<file path="src/rtl/fc_tile_sequencer.sv">
// Tile sequencer for the fully-connected engine: LOAD operands, DRAIN the PE
// pipeline, hold WRITE for the output writer, and repeat for every tile in the job.
module fc_tile_sequencer #(
    parameter int TILING_SIZE = 8,
    parameter int PIPE_DEPTH  = 4,
    parameter int ADDR_WIDTH  = 16
) (
    input  logic                  clk,
    input  logic                  rst_n,
    input  logic                  start,
    input  logic                  abort,
    input  logic [15:0]           cfg_num_tiles,
    input  logic [15:0]           cfg_k_len,
    input  logic                  mem_ready,
    output logic                  rd_en,
    output logic [ADDR_WIDTH-1:0] rd_addr,
    output logic                  acc_clr,
    output logic [2:0]            state,
    output logic [15:0]           counter_tiling,
    output logic                  busy,
    output logic                  done
);

    typedef enum logic [2:0] {
        S_IDLE  = 3'd0,
        S_LOAD  = 3'd1,
        S_DRAIN = 3'd2,
        S_WRITE = 3'd4,
        S_DONE  = 3'd5
    } state_t;

    localparam logic [15:0] DRAIN_LAST = 16'(PIPE_DEPTH - 1);
    localparam logic [15:0] WRITE_LAST = 16'(TILING_SIZE + 1);

    state_t                r_state;
    logic [15:0]           r_tile;
    logic [15:0]           r_k;
    logic [15:0]           r_dwell;
    logic [ADDR_WIDTH-1:0] r_rd_addr;
    logic [15:0]           r_num_tiles;
    logic [15:0]           r_k_len;
    logic                  r_acc_clr;

    state_t                w_state_nx;
    logic [15:0]           w_tile_nx;
    logic [15:0]           w_k_nx;
    logic [15:0]           w_dwell_nx;
    logic [ADDR_WIDTH-1:0] w_addr_nx;
    logic [15:0]           w_num_nx;
    logic [15:0]           w_klen_nx;
    logic                  w_rd_en;
    logic                  w_acc_clr_nx;

    always_ff @(posedge clk or negedge rst_n) begin
        if (!rst_n) begin
            r_state     <= S_IDLE;
            r_tile      <= '0;
            r_k         <= '0;
            r_dwell     <= '0;
            r_rd_addr   <= '0;
            r_num_tiles <= '0;
            r_k_len     <= '0;
            r_acc_clr   <= 1'b0;
        end else begin
            r_state     <= w_state_nx;
            r_tile      <= w_tile_nx;
            r_k         <= w_k_nx;
            r_dwell     <= w_dwell_nx;
            r_rd_addr   <= w_addr_nx;
            r_num_tiles <= w_num_nx;
            r_k_len     <= w_klen_nx;
            r_acc_clr   <= w_acc_clr_nx;
        end
    end

    always_comb begin
        w_state_nx = r_state;
        w_tile_nx  = r_tile;
        w_k_nx     = r_k;
        w_dwell_nx = r_dwell;
        w_addr_nx  = r_rd_addr;
        w_num_nx   = r_num_tiles;
        w_klen_nx  = r_k_len;
        w_rd_en    = (r_state == S_LOAD) && mem_ready;

        case (r_state)
            S_IDLE: begin
                if (start) begin
                    w_num_nx  = cfg_num_tiles;
                    w_klen_nx = cfg_k_len;
                    // An empty job completes without touching memory.
                    if (cfg_num_tiles == 16'd0 || cfg_k_len == 16'd0) begin
                        w_state_nx = S_DONE;
                    end else begin
                        w_state_nx = S_LOAD;
                        w_tile_nx  = 16'd1;
                        w_k_nx     = '0;
                        w_addr_nx  = '0;
                    end
                end
            end
            S_LOAD: begin
                if (w_rd_en) begin
                    w_addr_nx = r_rd_addr + ADDR_WIDTH'(1);
                    w_k_nx    = r_k + 16'd1;
                    if (r_k == r_k_len - 16'd1) begin
                        w_state_nx = S_DRAIN;
                        w_dwell_nx = '0;
                    end
                end
            end
            S_DRAIN: begin
                if (r_dwell == DRAIN_LAST) begin
                    w_state_nx = S_WRITE;
                    w_dwell_nx = '0;
                end else begin
                    w_dwell_nx = r_dwell + 16'd1;
                end
            end
            S_WRITE: begin
                if (r_dwell == WRITE_LAST) begin
                    w_dwell_nx = '0;
                    if (r_tile == r_num_tiles) begin
                        w_state_nx = S_DONE;
                    end else begin
                        w_state_nx = S_LOAD;
                        w_tile_nx  = r_tile + 16'd1;
                        w_k_nx     = '0;
                    end
                end else begin
                    w_dwell_nx = r_dwell + 16'd1;
                end
            end
            S_DONE: begin
                w_state_nx = S_IDLE;
                w_tile_nx  = '0;
                w_k_nx     = '0;
                w_dwell_nx = '0;
                w_addr_nx  = '0;
            end
            default: begin
                w_state_nx = S_IDLE;
                w_tile_nx  = '0;
                w_k_nx     = '0;
                w_dwell_nx = '0;
                w_addr_nx  = '0;
            end
        endcase

        // Abort overrides every transition, including illegal-code recovery.
        if (abort && r_state != S_IDLE) begin
            w_state_nx = S_IDLE;
            w_tile_nx  = '0;
            w_k_nx     = '0;
            w_dwell_nx = '0;
            w_addr_nx  = '0;
        end

        w_acc_clr_nx = (w_state_nx == S_LOAD) && (r_state != S_LOAD);
    end

    assign rd_en          = w_rd_en;
    assign rd_addr        = r_rd_addr;
    assign acc_clr        = r_acc_clr;
    assign state          = r_state;
    assign counter_tiling = r_tile;
    assign busy           = (r_state != S_IDLE);
    assign done           = (r_state == S_DONE);

endmodule
</file>
<file path="config.mk">
export PLATFORM = sky130hd
export DESIGN_NAME = fc_tile_sequencer
export DESIGN_NICKNAME = d
export VERILOG_FILES = /design/src/rtl/fc_tile_sequencer.sv
export SDC_FILE = /design/constraint.sdc
export NUM_CORES = 1
export LEC_CHECK = 0
export CORE_AREA = 4 4 129 131
export DETAILED_ROUTE_END_ITERATION = 12
export DIE_AREA = 0 0 133 135
export SYNTH_ARGS = -nofsm -noshare
export SYNTH_HDL_FRONTEND = slang
export SYNTH_SLANG_ARGS = --single-unit
</file>
<file path="constraint.sdc">
create_clock -name clk -period 3.6 [get_ports clk]
set_input_delay 0.36 -clock clk [delete_from_list [all_inputs] [get_ports clk]]
set_output_delay 0.36 -clock clk [all_outputs]
set_load 0.01 [all_outputs]
</file>
route_heat.png
27 x 27 tiles, from dark blue (low) to red (high), scaled to the fullest tile. Values are wire area over tile area, all layers added.
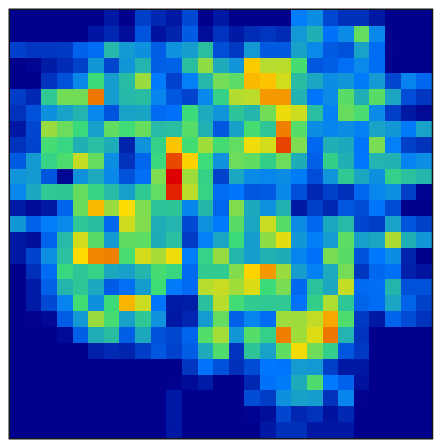
mean over tiles: 0.15
emptiest ninth of the die: bottom left
tiles over half the peak: 18%
densest ninth of the die: middle
overall routing resource usage: 18.5%
Routed Wire Length: 16,400 µm
vias after detailed routing: 5,562
average detailed-routed wire length per instance: 17.0 µm

sizing.png
The bar under the picture is 50 µm long.
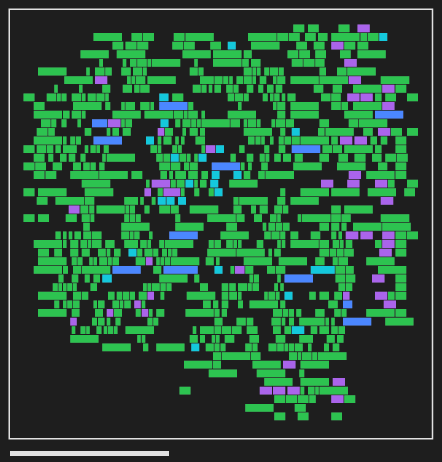
legend:
  x6 and larger:
    colour: blue
    cells: 12
    share: 1.6%
    most_used: clkbuf_16
  x1 and smaller:
    colour: green
    cells: 666
    share: 89%
    most_used: dfrtp_1
  x3 and x4:
    colour: cyan
    cells: 24
    share: 3.2%
    most_used: buf_4
  x2:
    colour: purple
    cells: 46
    share: 6.1%
    most_used: mux2_2

clock_wires.png
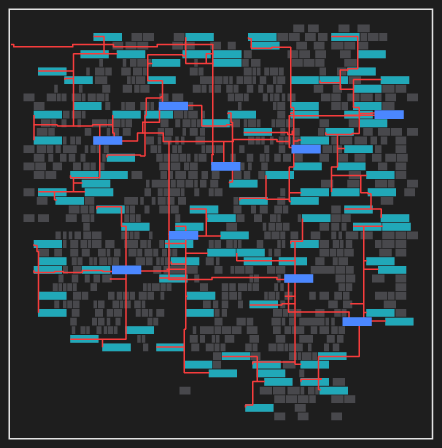
legend:
  flip-flops:
    colour: cyan
    count: 100
  clock-net drivers:
    colour: blue
    count: 9
  clock wires:
    colour: red
    length: 1,440 µm
flops lie: widely spread
routed clock nets: 10
clock network power: 1.02 mW
Insertion Delay late pin: 360 ps

==> ds_physical_params.txt <==
Implementation parameters

Parameter                              Value

Run status
  Outcome    completed

Power
  Total design power    2.88 mW
  Leakage component of the power    2.85 nW
  Peak supply drop    0.000238 V

Placed design
  Number of port buffers    75
  Pre-CTS worst setup slack    614 ps
  Number of cells after detailed placement    948

Critical path
  Critical path required time    3830 ps
  Crit path max-delay cell type    o21ai_0
  Critical Path End    r_dwell[12]
  Worst setup slack for register-to-register paths    640 ps
  Number of stages on the worst setup path    7

Clock network
  Hold buffer count at CTS    0
  Maximum buffer depth of the clock tree    2
  Clock Root Buffer    clkbuf_16
  Count of cells resized by post-cts repair    0
  Post CTS Setup Buffer Count    0
  Clock transition time at the flip-flop clock pins of the worst setup and hold paths    70 ps

Floorplan
  Die span in y    135 µm
  # IOs    76
  Init Core Util    39.2%
  Core area    15,600 µm²
  Std cell rows    46
  Die Wd    133 µm

Logic synthesis
  Proportion of synthesized flip-flops having asynchronous set or reset    100%
  Area fraction in full adders, half adders and majority gates    1.23%
  Multiplexer share of the synthesized area    5.70%
  Xor/xnor share of the synthesized area    6.09%
  Simple-gate portion of the synthesized area    22.5%
  Fraction of the mapped netlist area in compound gates    20.2%

STA
  Final-layout worst hold slack    64.6 ps
  Final hold viol count    0
  Final WS setup    635 ps
  Slew of the pin with the lowest slew margin    1090 ps

Hold path
  Worst min-delay path class    input pin to async pin

Routing
  DRC violations left    0

Finish
  Post-Layout Inst Area    7450 µm²
  ANT cells    0
  Post-layout utilization of the core    47.8%
  Filler instances    1,470

Flow run
  Stage-log warning count    27
==> report_power, final <==
part	switching [mW]	leakage [nW]	internal [mW]	total (mW)
Clock	0.457	0.145	0.563	1.02
Sequential	0.120	1.32	1.21	1.33
Combinational	0.270	1.38	0.258	0.528
==> layout by cell type, fill, tap and decap left out, types with 25 or more instances in the layout <==
| cell type | synthesis | final |
|---|---|---|
| dfrtp_1 | 100 | 100 |
| clkdlybuf4s50_1 | 0 | 74 |
| nand2_1 | 66 | 66 |
| nor2_1 | 39 | 39 |
| o21ai_0 | 38 | 38 |
| o31ai_1 | 38 | 38 |
| mux2_2 | 31 | 31 |
| a21oi_1 | 31 | 30 |
| nand3_1 | 25 | 25 |
| nor4_1 | 25 | 25 |
==> routing by layer <==
layer / GRT usage, % / part of all wire [%] / wire length [µm] / up-vias
li1: - / - / - / 2688
met1: 25.3 / 47 / 7700 / 2691
met2: 28.6 / 46 / 7490 / 164
met3: 4.88 / 6.3 / 1030 / 19
met4: 6.00 / 1.1 / 176 / 0
met5: 0 / 0 / 0 / -
==> synth_stat cells, types with 3 or more instances <==
library cell | count | area share (%)
nor3_1 | 13 | 1.1
xnor2_1 | 18 | 2.6
buf_1 | 3 | 0.18
or2_2 | 9 | 0.92
and3_1 | 10 | 1.0
ha_1 | 6 | 1.2
a2111oi_0 | 7 | 1.0
or3_1 | 6 | 0.61
mux2_2 | 31 | 5.7
and4_1 | 3 | 0.43
xor2_1 | 22 | 3.1
nor2b_1 | 5 | 0.51
o41ai_1 | 5 | 0.72
o22ai_1 | 5 | 0.51
nand4_1 | 18 | 1.8
o2111ai_1 | 3 | 0.43
nand2_1 | 66 | 4.0
a211oi_1 | 11 | 1.3
nand2b_1 | 8 | 0.82
clkbuf_1 | 26 | 1.6
a31oi_1 | 9 | 0.92
and2_1 | 12 | 1.2
o21ai_0 | 38 | 3.1
a21oi_1 | 31 | 2.5
nand3_1 | 25 | 2.0
o31ai_1 | 38 | 4.7
or4_1 | 8 | 0.98
inv_1 | 19 | 1.2
nor3b_1 | 3 | 0.37
o311ai_0 | 3 | 0.43
dfrtp_1 | 100 | 41
nor2_1 | 39 | 2.4
nor4_1 | 25 | 2.6
a22oi_1 | 11 | 1.3
==> sequential cells by signal (all words and copies together) (netlist names) <==
name and count:
counter_tiling 16, r_dwell 16, r_k 16, r_k_len 16, r_num_tiles 16, rd_addr 16, state 3, acc_clr 1
==> area by class of cell <==
| cell class | count | area (µm²) | area share (%) |
|---|---|---|---|
| clock inverters | 6 | 71.3 | 0.957 |
| multi-input cells | 521 | 3420 | 45.9 |
| inverters | 19 | 71.3 | 0.957 |
| well taps | 216 | 270 | 3.63 |
| flip-flops and latches | 100 | 2500 | 33.6 |
| repair buffers | 92 | 876 | 11.8 |
| clock buffers | 10 | 239 | 3.21 |
==> cell families (layout without fill, tap and decap cells) <==
kind of cell / after synthesis / after routing
and+or+nand+nor: 260 / 260
AOI/OAI and AO/OA: 183 / 183
DFF: 100 / 100
buffers and inverters: 52 / 127
xor gates and xnor gates: 41 / 41
muxes: 31 / 31
adders and majority gates: 6 / 6
Power figures rest on the tool's default switching activity, not on a simulated workload.
